===== config.mk =====
export PLATFORM = sky130hd
export DESIGN_NAME = sample_interp_upsampler
export DESIGN_NICKNAME = d
export VERILOG_FILES = /design/src/rtl/sample_interp_upsampler.sv
export SDC_FILE = /design/constraint.sdc
export NUM_CORES = 1
export LEC_CHECK = 0
export CAP_MARGIN = 10
export CORE_UTILIZATION = 53
export CTS_CLUSTER_DIAMETER = 200
export DETAILED_ROUTE_END_ITERATION = 7
export GPL_TIMING_DRIVEN = 1
export PLACE_DENSITY_LB_ADDON = 0.08
export SLEW_MARGIN = 15
export SYNTH_ARGS = -nofsm -noshare
export SYNTH_HDL_FRONTEND = slang
export SYNTH_SLANG_ARGS = --single-unit

===== constraint.sdc =====
create_clock -name clk -period 2.53 [get_ports clk]
set_input_delay 0.506 -clock clk [delete_from_list [all_inputs] [get_ports clk]]
set_output_delay 0.506 -clock clk [all_outputs]
set_load 0.005 [all_outputs]

===== src/rtl/sample_interp_upsampler.sv =====
// Upsampling feeder for the delta-sigma PWM modulator: 2-entry sample FIFO plus per-request interpolator.
// Define SAMPLE_INTERP_LINEAR_EN for linear interpolation; the default build is a zero-order hold.
module sample_interp_upsampler #(
  parameter int unsigned IN_BITS        = 16,
  parameter int unsigned MAX_LOG2_RATIO = 6,
  parameter int unsigned RATIO_BITS     = 3
) (
  input  logic                  clk,
  input  logic                  reset,
  input  logic                  in_valid,
  input  logic [IN_BITS-1:0]    in_data,
  output logic                  in_ready,
  input  logic [RATIO_BITS-1:0] log2_ratio,
  input  logic                  sample_req,
  output logic [IN_BITS-1:0]    u_out,
  output logic                  underrun,
  input  logic                  underrun_clr
);

  localparam int unsigned KW = MAX_LOG2_RATIO;

  // FIFO storage and bookkeeping
  logic [IN_BITS-1:0] mem_q [2];
  logic [IN_BITS-1:0] mem_d [2];
  logic               wr_ptr_q, wr_ptr_d;
  logic               rd_ptr_q, rd_ptr_d;
  logic [1:0]         cnt_q, cnt_d;
  logic               ready_q, ready_d;

  // Interpolator state
  logic [IN_BITS-1:0]    curr_q, curr_d;
  logic [IN_BITS-1:0]    u_q, u_d;
  logic [KW-1:0]         k_q, k_d;
  logic [RATIO_BITS-1:0] l_q, l_d;
  logic                  ur_q, ur_d;

  logic                  push, load, pop, has_head;
  logic [IN_BITS-1:0]    head;
  logic [RATIO_BITS-1:0] l_new;
  logic [KW-1:0]         k_ones, k_mask;

  assign push     = in_valid && ready_q;
  assign load     = sample_req && (k_q == '0);
  assign has_head = (cnt_q != 2'd0);
  assign pop      = load && has_head;
  assign head     = mem_q[rd_ptr_q];
  assign l_new    = (log2_ratio > RATIO_BITS'(MAX_LOG2_RATIO)) ? RATIO_BITS'(MAX_LOG2_RATIO)
                                                              : log2_ratio;
  // k wraps modulo the ratio latched for the current segment
  assign k_ones   = '1;
  assign k_mask   = ~(k_ones << l_q);

`ifdef SAMPLE_INTERP_LINEAR_EN
  localparam int unsigned DW = IN_BITS + 1;
  localparam int unsigned AW = IN_BITS + MAX_LOG2_RATIO + 1;

  logic signed [DW-1:0] delta_q, delta_d;
  logic signed [AW-1:0] acc_q, acc_d;
  logic signed [DW-1:0] head_diff, load_delta;
  logic        [AW-1:0] base_sh, load_ext, delta_ext;

  assign head_diff  = $signed({1'b0, head}) - $signed({1'b0, curr_q});
  assign load_delta = has_head ? head_diff : '0;
  assign load_ext   = {{(AW-DW){load_delta[DW-1]}}, load_delta};
  assign delta_ext  = {{(AW-DW){delta_q[DW-1]}}, delta_q};
  assign base_sh    = AW'(curr_q) << l_new;
`endif

  // Next-state logic
  always_comb begin
    mem_d    = mem_q;
    wr_ptr_d = wr_ptr_q;
    rd_ptr_d = rd_ptr_q;
    cnt_d    = cnt_q;
    curr_d   = curr_q;
    u_d      = u_q;
    k_d      = k_q;
    l_d      = l_q;
    ur_d     = ur_q;
`ifdef SAMPLE_INTERP_LINEAR_EN
    delta_d  = delta_q;
    acc_d    = acc_q;
`endif

    if (push) begin
      mem_d[wr_ptr_q] = in_data;
      wr_ptr_d        = ~wr_ptr_q;
    end
    if (pop) begin
      rd_ptr_d = ~rd_ptr_q;
    end
    case ({push, pop})
      2'b10:   cnt_d = cnt_q + 2'd1;
      2'b01:   cnt_d = cnt_q - 2'd1;
      default: cnt_d = cnt_q;
    endcase
    ready_d = (cnt_d != 2'd2);

    // A new underrun in the same cycle as a clear leaves the flag set
    if (underrun_clr) begin
      ur_d = 1'b0;
    end

    if (load) begin
      l_d = l_new;
      k_d = (l_new != '0) ? KW'(1) : '0;
      if (has_head) begin
        curr_d = head;
      end else begin
        ur_d = 1'b1;
      end
`ifdef SAMPLE_INTERP_LINEAR_EN
      u_d     = curr_q;
      delta_d = load_delta;
      acc_d   = base_sh + load_ext;
`else
      u_d     = has_head ? head : curr_q;
`endif
    end else if (sample_req) begin
      k_d = (k_q + KW'(1)) & k_mask;
`ifdef SAMPLE_INTERP_LINEAR_EN
      // acc holds base*R + delta*k and stays non-negative, so the shift is a floor divide
      u_d   = IN_BITS'(acc_q >>> l_q);
      acc_d = acc_q + delta_ext;
`endif
    end
  end

  // State registers
  always_ff @(posedge clk) begin
    if (reset) begin
      mem_q[0] <= '0;
      mem_q[1] <= '0;
      wr_ptr_q <= 1'b0;
      rd_ptr_q <= 1'b0;
      cnt_q    <= 2'd0;
      ready_q  <= 1'b1;
      curr_q   <= '0;
      u_q      <= '0;
      k_q      <= '0;
      l_q      <= '0;
      ur_q     <= 1'b0;
`ifdef SAMPLE_INTERP_LINEAR_EN
      delta_q  <= '0;
      acc_q    <= '0;
`endif
    end else begin
      mem_q    <= mem_d;
      wr_ptr_q <= wr_ptr_d;
      rd_ptr_q <= rd_ptr_d;
      cnt_q    <= cnt_d;
      ready_q  <= ready_d;
      curr_q   <= curr_d;
      u_q      <= u_d;
      k_q      <= k_d;
      l_q      <= l_d;
      ur_q     <= ur_d;
`ifdef SAMPLE_INTERP_LINEAR_EN
      delta_q  <= delta_d;
      acc_q    <= acc_d;
`endif
    end
  end

  assign in_ready = ready_q;
  assign u_out    = u_q;
  assign underrun = ur_q;

endmodule


**Run 1: power grid**

Scale: 6 px per µm. Pins as bars on the die edge.
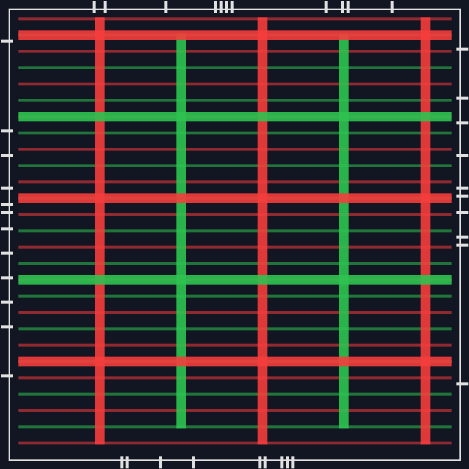
| colour | net |
|---|---|
| green | VDD |
| red | VSS |
met1 rails: 27
signal pins: 42
rows: 26
peak supply drop: 0.542 mV
chip height: 74.9 µm
core area: 0.00511 mm²
chip width: 74.9 µm

**Run 1: routed metal, one colour a layer**

Scale: 8 px per µm. Only two layers are drawn.
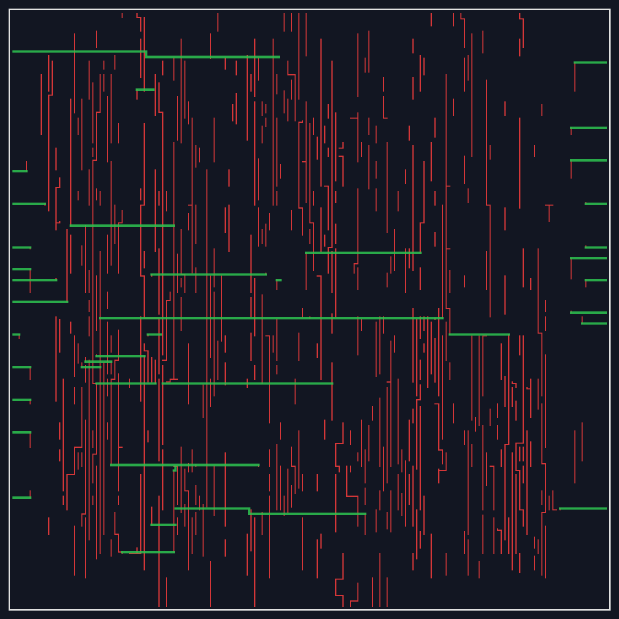
| colour | layer | wire length |
|---|---|---|
| green | met3 | 290 µm |
| red | met2 | 2520 µm |
final wirelength: 5610 µm
All-Layer GR Usage: 22.1%
Vias: 2269
Wirelength per Cell: 12.8 µm

**Run 1: local utilization**

Scale: 4 px per µm. 7 x 7 tiles, from white (low) to dark blue (high), 0 to 100% covered.
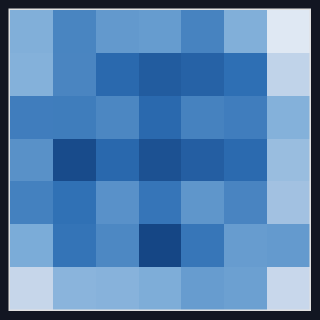
fullest tile: 91%
mean over tiles: 61%
tiles over 75% full: 20%
Initial Util: 55.1%
Layout Utilization: 68.3%

==> run 1: per-layer routing <==
metal  share of wire, %  global-route usage (%)  wire [µm]
met1                 48                    28.8       2710
met2                 45                    34.8       2520
met3                5.2                    5.76        290
met4                1.5                    9.43         85
met5                  0                       0          0
==> run 1: sequential cells by signal, indices dropped and copies added (netlist names) <==
register / flops
mem_q: 32
u_out: 16
k_q: 6
l_q: 3
cnt_q: 2
in_ready: 1
rd_ptr_q: 1
underrun: 1
wr_ptr_q: 1
==> run 1: metrics by stage <==
| stage | hold WS (ns) | instances | util, % | worst slack [ns] |
|---|---|---|---|---|
| finish | 0.454 | 440 | 68.3 | 0.230 |
| global route | 0.471 | 440 | 68.3 | 0.156 |
| CTS | 0.456 | 440 | 68.3 | 0.235 |
| detailed placement | 0.447 | 424 | 64.6 | 0.0751 |
| global placement | 0.441 | 424 | 64.6 | 0.0992 |
| floorplan | 0.436 | 323 | - | 0.208 |
==> run 1: cells in the final DEF, fill, tap and decap left out, types with 2 or more instances in the layout <==
cell type and count:
mux2_4 10, ha_1 3, mux2i_1 17, o21ai_0 7, nand3_1 6, clkbuf_1 2
inv_1 4, mux2_2 7, clkbuf_8 10, clkinv_2 3, buf_4 10, or3b_2 3
a21oi_1 40, nand2_1 70, nand2b_1 5, dfxtp_1 63, nor2_1 21, clkdlybuf4s50_1 40
nor2b_1 18, or3_1 2
==> run 1: path summary, 6_finish.rpt <==
| check | from | to | slack [ns] | cells after the start |
|---|---|---|---|---|
| hold reg to reg | mem_q[8] | mem_q[8] | 0.45 | 2 |
| setup reg to reg | k_q[5] | in_ready | 0.23 | 6 |
| setup / recovery | k_q[5] | in_ready | 0.23 | 6 |
| hold / removal | mem_q[8] | mem_q[8] | 0.45 | 2 |
==> run 1: layout make-up <==
class	instances	area (µm²)
sequential	63	1260
tap	70	87.6
clock buffer	12	145
fill	459	1620
inverter	4	15.0
timing repair buffer	52	500
multi-input combinational	235	1440
clock inverter	4	45.0
==> run 1: kinds of logic (layout without fill, tap and decap cells) <==
family | Yosys count | count (layout) | share of synthesized area (%)
adders and majority gates | 3 | 3 | 1.33
AOI/OAI and AO/OA | 59 | 59 | 11.9
buffers and inverters | 25 | 72 | 4.22
muxes | 34 | 34 | 14.2
and+or+nand+nor | 137 | 137 | 23.0
DFF | 63 | 63 | 44.8
xor gates and xnor gates | 2 | 2 | 0.622
==> run 1: worst min-delay path, stage by stage, from the launching register on <==
cell	delay (ns)
dfxtp_1	0.31
nand2_1	0.05
a21oi_1	0.05
==> run 1: power by group <==
group	total, W	leakage (nW)	internal (W)	switching [W]
Clock	0.000847	0.100	0.000478	0.000370
Sequential	0.00116	0.513	0.00109	0.0000727
Combinational	0.000582	0.728	0.000285	0.000297
==> results.json, run 1 <==
{
  "n_antenna_cell": 0,
  "syn_area_mm2": 0.00282,
  "die_area_mm2": 0.00561,
  "grt_overflow": 0,
  "ys_ff": 63,
  "finalSetupTns_ns": 0,
  "yosysChipArea_mm2": 0.00282,
  "drt_iter0_drc": 86,
  "top_area_cell": "dfxtp_1",
  "fp_nets": 350,
  "powerDensity_mw_per_mm2": 743,
  "drive_gt1_share_pct": 13.2,
  "hp-class": "flop to flop",
  "crit_top_cell": "or3_1",
  "synth.area.top_cells": "dfxtp_1 (45%), nand2_1 (9.3%), a21oi_1 (7.1%)",
  "postSynth.asyncResetShare_pct": 0,
  "cts_made_buffers": 9,
  "p_leak_nw": 1.34,
  "status": "completed",
  "worst_slew_margin_rel_pct": 62.0,
  "clock-root-buffer": "clkbuf_8",
  "path_delay_family": "simple AND/OR/NAND/NOR gates",
  "port_buffers": 41,
  "clock_latency_ns": 0.33,
  "ctsHoldBuffers": 0,
  "rsz0062_at_grt": "false",
  "yosysCellCount": 323,
  "viasPerCell": 5.16,
  "post_cts_resized": 0,
  "path_max_fanout": 7,
  "yosys_warnings": 0,
  "fmax_ghz": 0.435,
  "pin_count": 42,
  "grt_pass1_wl_um": 9130,
  "drt-pass1-iter-count": 4,
  "power.total_w": 0.00259,
  "antenna_found_initial": 0,
  "cp.required_ns": 2.76,
  "ctsHtreeMaxLevel": 3,
  "cts_tree": "yes",
  "grt_pass1_vias": 2043,
  "finalCritPeriodShare_pct": 90.9,
  "clock-sinks": 63,
  "max_stage_delay_ns": 0.58,
  "tightest_slew_ns": 0.570,
  "route.detailed.drc": 0,
  "antenna_left": 0,
  "synth_cell_types": 46,
  "avgSynthCellArea_um2": 8.72,
  "detailed_place_hpwl_um": 3710,
  "warning_count": 27,
  "edf_count": 0,
  "gp_congestion": 0.820,
  "cpMaxStageDelayCell": "or4_4",
  "period_needed_ns": 2.30,
  "fin_nets": 392,
  "finalSetupViolations": 0,
  "ys_seq_share_pct": 44.8,
  "worst_setup_path_end_kind": "flop",
  "most_common_cell": "nand2_1",
  "skew_ns": 0.00713,
  "max_cap_violations": 0,
  "post_cts_buffers": 0,
  "clk_path_buf_depth": 2,
  "clkTransAtPathRegs_ns": 0.07,
  "crit_type": "flop to flop",
  "grt_start_max_net_pins": 53,
  "netlist_instances": 323,
  "syn_to_final_growth_pct": 23.9,
  "fp-row-count": 26,
  "fin_area_mm2": 0.00349,
  "cp_data_arrival_time_ns": 2.53,
  "maxSlewViolCount": 0,
  "crit_chain": "or4_4 > or3_1 > inv_1 > ha_1 > or3_1 > a21o_1",
  "common_cells": "nand2_1 (70), dfxtp_1 (63), a21oi_1 (40), nor2_1 (21), nor2b_1 (18)",
  "critPathLaunchType": "flop",
  "placed_area_mm2": 0.00330,
  "crit_buf_inv": 1,
  "ff_type": "dfxtp_1",
  "hold_violations": 0,
  "synth_top_area_share_pct": 44.8
}
==> run 2, diff against run 1 <==
==> constraint.sdc (replaced) <==
create_clock -name clk -period 2.2 [get_ports clk]
set_input_delay 0.44 -clock clk [delete_from_list [all_inputs] [get_ports clk]]
set_output_delay 0.44 -clock clk [all_outputs]
set_load 0.005 [all_outputs]
==> run 2 against run 1 <==
Clock skew fell by 0.0017 ns. Highest routed layer unchanged. Die area did not move. Sequential share of layout area fell by 1.2 points. Power rose by 21%. Synthesized area did not move. Worst hold slack barely moved. Largest cell class unchanged. Synthesized cell count did not move. First-iteration DRC count rose by 21%. Combinational power rose by 36%. Register-to-register slack got worse by 0.18 ns.
==> results.json, run 2 <==
{
  "worst_slack_ns": 0.0498,
  "dieHeight_um": 74.9,
  "r2r_start": "k_q[5]",
  "finalSetupTns_ns": 0,
  "p_leak_nw": 1.39,
  "wl_um": 5620,
  "netlist_instances": 323,
  "critPathLaunch": "k_q[5]",
  "regMostFlops": "mem_q",
  "critPathLaunchType": "flop",
  "switching_power_w": 0.000891,
  "fin_cells": 448,
  "syn_area_mm2": 0.00282,
  "yosysChipArea_mm2": 0.00282,
  "die_area_mm2": 0.00561,
  "fp_nets": 350,
  "route.detailed.drc": 0,
  "switching_share_pct": 28.5,
  "pin_count": 42,
  "clkTransAtPathRegs_ns": 0.06,
  "skew_ns": 0.00547,
  "ctsHoldBuffers": 0,
  "ff2ff_path_depth": 6,
  "synth_cell_types": 46,
  "placedCellCount": 433,
  "path_max_fanout": 2,
  "grt_usage_pct": 21.5,
  "powerDensity_mw_per_mm2": 867,
  "rsz0062_at_grt": "false",
  "grt_overflow": 0,
  "largest_register_ff_count": 32,
  "ctsHtreeMaxLevel": 3,
  "die_w_um": 74.9,
  "fp-row-count": 26,
  "ys_seq_share_pct": 44.8,
  "clock-sinks": 63,
  "clk_path_buf_depth": 2,
  "worst_setup_path_end_kind": "flop",
  "yosys_warnings": 0,
  "antenna_left": 0,
  "placed_area_mm2": 0.00338,
  "detailed_place_hpwl_um": 3850,
  "drive_gt1_share_pct": 16.9,
  "cp.required_ns": 2.43,
  "top_area_cell": "dfxtp_1",
  "fin_nets": 401,
  "clock-root-buffer": "clkbuf_8",
  "fillCellCount": 422,
  "crit_type": "flop to flop",
  "clock_power_share_pct": 32.0,
  "tightest_slew_ns": 0.443,
  "edf_count": 0,
  "clock_latency_ns": 0.34,
  "drt_iter0_drc": 104,
  "most_common_cell": "nand2_1",
  "yosysCellCount": 323,
  "lay_top_count": "nand2_1",
  "worst_slew_margin_rel_pct": 69.7,
  "warning_count": 28,
  "max_cap_violations": 0,
  "rrSetupSlack_ns": 0.05,
  "grt_pass1_wl_um": 8970,
  "finalSetupViolations": 0,
  "hp-class": "flop to flop",
  "common_cells": "nand2_1 (70), dfxtp_1 (63), a21oi_1 (40), nor2_1 (21), nor2b_1 (18)",
  "ys_ff": 63,
  "cts_made_buffers": 9,
  "postSynth.asyncResetShare_pct": 0,
  "fp_util_pct": 55.1,
  "finalCritPeriodShare_pct": 97.7,
  "combPwrFrac_pct": 25.3,
  "n_antenna_cell": 0,
  "synth.area.top_cells": "dfxtp_1 (45%), nand2_1 (9.3%), a21oi_1 (7.1%)",
  "p_seq_share_pct": 42.7,
  "post_cts_buffers": 0,
  "grt_pass1_vias": 2025,
  "r2r-end": "in_ready",
  "core_mm2": 0.00511,
  "fin_area_mm2": 0.00361,
  "synth_top_area_share_pct": 44.8,
  "avgSynthCellArea_um2": 8.72,
  "gp_congestion": 0.773,
  "vias": 2275,
  "ff_type": "dfxtp_1",
  "grt_start_max_net_pins": 46,
  "port_buffers": 41,
  "drt-pass1-iter-count": 4,
  "maxSlewViolCount": 0,
  "intPower_w": 0.00224,
  "endpoint": "in_ready",
  "wl_per_cell_um": 12.5,
  "cp_data_arrival_time_ns": 2.38,
  "fmax_ghz": 0.465,
  "final_cell_mix": "nand2_1 (70), dfxtp_1 (62), a21oi_1 (40), clkdlybuf4s50_1 (40), nor2_1 (21)",
  "syn_to_final_growth_pct": 28.2,
  "status": "completed",
  "viasPerCell": 5.08,
  "antenna_found_initial": 0,
  "hold_violations": 0,
  "period_needed_ns": 2.15,
  "place_ws_ns": -0.171,
  "cts_tree": "yes"
}
-- run 2: worst min-delay path by stage --
stage / startpoint / to / slack (ns) / cells after the start
global route: reset / l_q[1] / 0.46 / 2
CTS: reset / l_q[0] / 0.45 / 2
global placement: mem_q[10] / mem_q[10] / 0.44 / 2
detailed placement: mem_q[11] / mem_q[11] / 0.45 / 2
floorplan: mem_q[16] / mem_q[16] / 0.44 / 2
finish: mem_q[3] / mem_q[3] / 0.45 / 2
-- run 2: timing repair --
item | 4_1_cts | 5_1_grt
gates resized | 2 | 2
setup endpoints to repair | 1 | 2
pin swaps | 0 | 1
gates cloned | 0 | 0
-- run 2: stage by stage --
step / hold WS (ns) / power (W)
global placement: 0.441 / 0.00208
global route: 0.460 / 0.00329
detailed placement: 0.446 / 0.00210
finish: 0.454 / 0.00313
floorplan: 0.436 / 0.00185
CTS: 0.447 / 0.00312
-- run 2: final cells by class --
cell class	count	area [µm²]	area share (%)
tap	70	87.6	2.43
sequential	63	1260	35.0
multi-input combinational	235	1480	40.9
clock inverter	3	42.5	1.18
timing repair buffer	61	568	15.7
clock buffer	12	155	4.30
inverter	4	17.5	0.485
-- run 2: power by group through the flow --
stage	registers, W	logic, W	clock network [W]
final	0.00134	0.000793	0.00100
after global routing	0.00135	0.000866	0.00107
after CTS	0.00133	0.000769	0.00102
after detailed placement	0.00135	0.000751	0
after global placement	0.00135	0.000732	0
after floorplan	0.00134	0.000511	0
-- run 2: critical path, cell delays in order (launching register included) --
cell and delay (ns):
dfxtp_2 0.32, or4_4 0.52, or3_4 0.40, inv_4 0.07, ha_4 0.19, or3_4 0.38, a21o_1 0.16
-- run 2: kinds of logic (layout without fill, tap and decap cells) --
group | count (synthesis) | in the layout | share of synthesized area [%]
buf+inv | 25 | 80 | 4.22
fa+ha+maj | 3 | 3 | 1.33
mux | 34 | 34 | 14.2
xor+xnor | 2 | 2 | 0.622
compound gates | 59 | 59 | 11.9
simple gates | 137 | 137 | 23.0
flops | 63 | 63 | 44.8
-- run 2: routing by layer --
layer	vias to the layer above	global-route usage, %	wire length, µm
met5	-	0	0
met4	0	6.29	28
met3	4	6.83	229
met2	43	33.2	2570
met1	1038	29.0	2790
li1	1190	-	-
**Run 2: local utilization**

Scale: 4 px per µm. 7 x 7 tiles, from white (low) to dark blue (high), 0 to 100% covered.
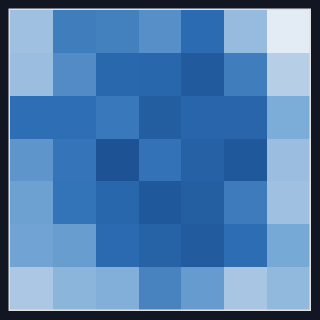
fullest tile: 86%
tiles over 75% full: 37%
mean over tiles: 63%
Layout Utilization: 70.7%

**Run 2: power grid**

Scale: 6 px per µm. Pins as bars on the die edge.
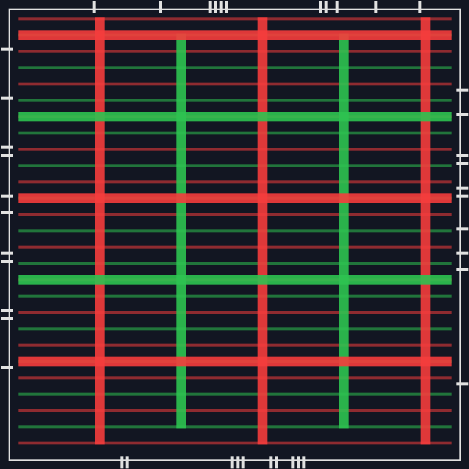
| colour | net |
|---|---|
| red | VSS |
| green | VDD |
met4 straps: 5
met1 rails: 27
rows: 26
met5 straps: 5
signal pins: 42
peak supply drop: 0.547 mV

==> run 3, diff against run 2 <==
--- a/config.mk
+++ b/config.mk
@@ -6,7 +6,7 @@
 export NUM_CORES = 1
 export LEC_CHECK = 0
 export CAP_MARGIN = 10
-export CORE_UTILIZATION = 53
+export CORE_UTILIZATION = 50
 export CTS_CLUSTER_DIAMETER = 200
 export DETAILED_ROUTE_END_ITERATION = 7
 export GPL_TIMING_DRIVEN = 1
**Run 3: power grid**

Scale: 6 px per µm. Pins as bars on the die edge.
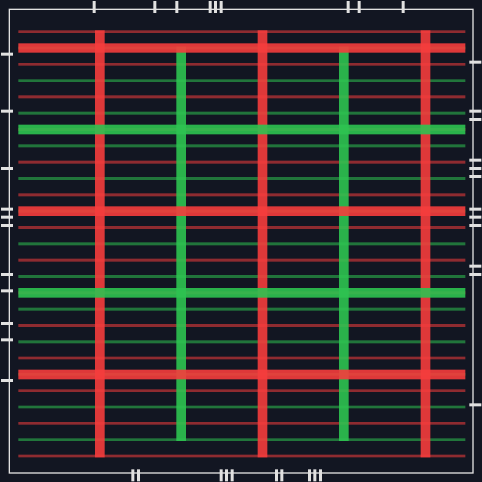
| colour | net |
|---|---|
| green | VDD |
| red | VSS |
met4 straps: 5
met5 straps: 5
signal pins: 42
peak supply drop: 0.626 mV
chip width: 77.1 µm
core area: 0.00527 mm²
chip height: 77.1 µm

**Run 3: clock distribution**

Scale: 8 px per µm.
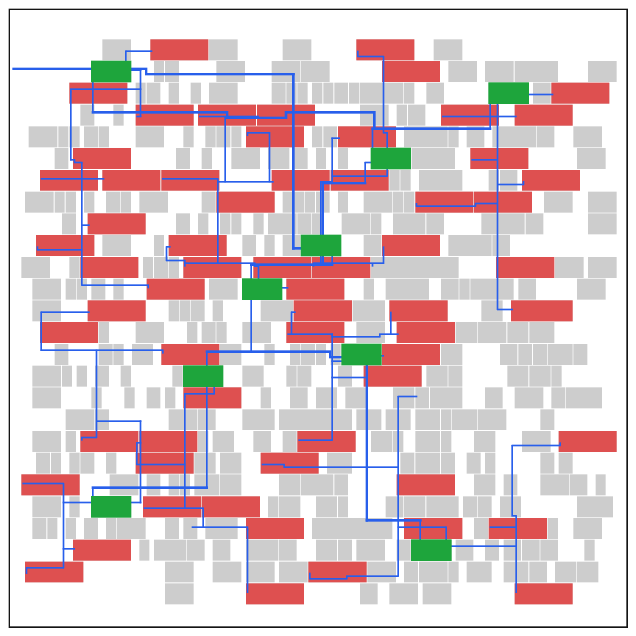
[green] cells driving clock nets | count: 9
[blue] clock wires | length: 812 µm
[red] flip-flops | count: 63
flops lie: widely spread
Clock power frac: 30.4%
Latency at later pin: 0.35 ns
Final Skew: 0.00986 ns

==> run 3 against run 2 <==
Worst setup slack worse by 0.0030 ns. Utilization is 2.4 points lower. Routed wire length is 7.5% higher. Maximum frequency is 0.14% lower.
==> results.json, run 3 <==
{
  "status": "completed",
  "cts_made_buffers": 9,
  "avgSynthCellArea_um2": 8.72,
  "syn_area_mm2": 0.00282,
  "yosysChipArea_mm2": 0.00282,
  "fillCellCount": 471,
  "fp_util_pct": 53.4,
  "grt_pass1_wl_um": 10200,
  "grt_start_max_net_pins": 32,
  "yosys_warnings": 0,
  "regMostFlops": "mem_q",
  "tightest_slew_ns": 0.441,
  "antenna_found_initial": 0,
  "intPower_w": 0.00218,
  "grt_overflow": 0,
  "n_antenna_cell": 0,
  "antenna_left": 0,
  "ys_ff": 63,
  "ff_type": "dfxtp_1",
  "drt_iter0_drc": 94,
  "powerDensity_mw_per_mm2": 859,
  "ctsHtreeMaxLevel": 3,
  "r2r_start": "k_q[5]",
  "drive_gt1_share_pct": 17.6,
  "hold_violations": 0,
  "max_stage_delay_ns": 0.53,
  "wl_um": 6040,
  "most_common_cell": "nand2_1",
  "clock-sinks": 63,
  "switching_power_w": 0.000913,
  "path_delay_family": "simple AND/OR/NAND/NOR gates",
  "hp-start": "reset",
  "crit_chain": "or4_4 > or3_4 > inv_4 > ha_4 > or3_4 > a21o_1",
  "ys_seq_share_pct": 44.8,
  "max_cap_violations": 0,
  "fmax_ghz": 0.464,
  "clk_path_buf_depth": 2,
  "crit_type": "flop to flop",
  "cp.required_ns": 2.45,
  "syn_to_final_growth_pct": 27.9,
  "synth_cell_types": 46,
  "path_max_fanout": 2,
  "netlist_instances": 323,
  "vias": 2309,
  "cp_data_arrival_time_ns": 2.40,
  "grt_usage_pct": 22.2,
  "maxSlewViolCount": 0,
  "comb_area_mm2": 0.00148,
  "yosysCellCount": 323,
  "cts_tree": "yes",
  "ctsHoldBuffers": 0,
  "lay_top_count": "nand2_1",
  "edf_count": 0,
  "hold_path_end": "cnt_q[0]",
  "die_area_mm2": 0.00594,
  "synth.area.top_cells": "dfxtp_1 (45%), nand2_1 (9.3%), a21oi_1 (7.1%)",
  "hold_depth": 2,
  "rrSetupSlack_ns": 0.05,
  "wl_per_cell_um": 13.4,
  "p_leak_nw": 1.40,
  "postSynth.asyncResetShare_pct": 0,
  "fin_cells": 451,
  "top_area_cell": "dfxtp_1",
  "period_needed_ns": 2.15,
  "largest_register_ff_count": 32,
  "placedCellCount": 434,
  "finalSetupTns_ns": 0,
  "crit_top_cell": "or3_4",
  "route.detailed.drc": 0,
  "finalCritPeriodShare_pct": 97.9,
  "ff2ff_path_depth": 6,
  "switching_share_pct": 29.5,
  "pin_count": 42,
  "grt_pass1_vias": 2137,
  "hp-class": "primary input to flop",
  "worst_setup_path_end_kind": "flop",
  "clkTransAtPathRegs_ns": 0.07,
  "gp_congestion": 0.757,
  "cpMaxStageDelayCell": "or4_4",
  "common_cells": "nand2_1 (70), dfxtp_1 (63), a21oi_1 (40), nor2_1 (21), nor2b_1 (18)"
}
==> run 3: cell counts after synthesis <==
No cell type changed its count.
==> run 3: stage by stage <==
stage               area, µm²  hold WS (ns)  worst slack [ns]  total power, W  utilization, %
finish                   3600         0.445            0.0468         0.00309            68.3
global route             3600         0.461           -0.0378         0.00325            68.3
CTS                      3570         0.436            0.0136         0.00305            67.7
detailed placement       3380         0.448            -0.169         0.00209            64.1
global placement         3380         0.441            -0.125         0.00206            64.1
floorplan                2830         0.436           -0.0900         0.00185               -
==> run 3: worst max path at each step <==
stage,from,endpoint,cells past startpoint,slack [ns]
after global routing,k_q[5],cnt_q[1],7,-0.04
after detailed placement,sample_req,in_ready,9,-0.17
after floorplan,k_q[5],in_ready,7,-0.09
after global placement,sample_req,in_ready,7,-0.13
after CTS,k_q[5],in_ready,6,0.01
final,k_q[5],in_ready,6,0.05
==> run 3: final cells by class <==
| type | instances | share of cell area (%) |
|---|---|---|
| timing repair buffer | 64 | 16.1 |
| sequential | 63 | 35.1 |
| tap | 70 | 2.43 |
| multi-input combinational | 235 | 41.0 |
| clock buffer | 10 | 3.54 |
| clock inverter | 5 | 1.39 |
| inverter | 4 | 0.486 |
==> run 3: layer usage <==
layer / global-route usage (%) / part of all wire [%]
met5: 0 / 0
met4: 6.79 / 0.86
met3: 8.21 / 4.4
met2: 34.2 / 46
met1: 28.8 / 49
==> run 3: cell families after synthesis <==
kind of cell / synth area share, %
AND/OR/NAND/NOR: 23.0
flip-flops: 44.8
AND-OR/OR-AND: 11.9
multiplexers: 14.2
buffers and inverters: 4.22
adder cells (fa/ha/maj): 1.33
XOR/XNOR: 0.622
==> run 3: worst reg2reg max path: cells and delay by family (launching register included) <==
kind	cells	cell delay, ns
buffers and inverters	1	0.08
AOI/OAI and AO/OA	1	0.16
DFF	1	0.32
and+or+nand+nor	3	1.31
adders and majority gates	1	0.19
==> run 3: timing repair <==
action / in CTS / in global routing
cloned: 0 / 0
pin swaps: 0 / 1
endpoints found under the setup margin: 1 / 2
gates resized: 2 / 2
setup buffers: 0 / 2
==> run 3: power groups by stage <==
stage          clock network [W]  logic [W]  registers, W
2_1_floorplan                  0   0.000511       0.00134
3_3_place_gp                   0   0.000718       0.00134
3_5_place_dp                   0   0.000737       0.00135
4_1_cts                 0.000966   0.000757       0.00133
5_1_grt                  0.00102   0.000891       0.00135
6_report                0.000942   0.000817       0.00134
No activity file was given, so power comes from the tool's default toggle rates.
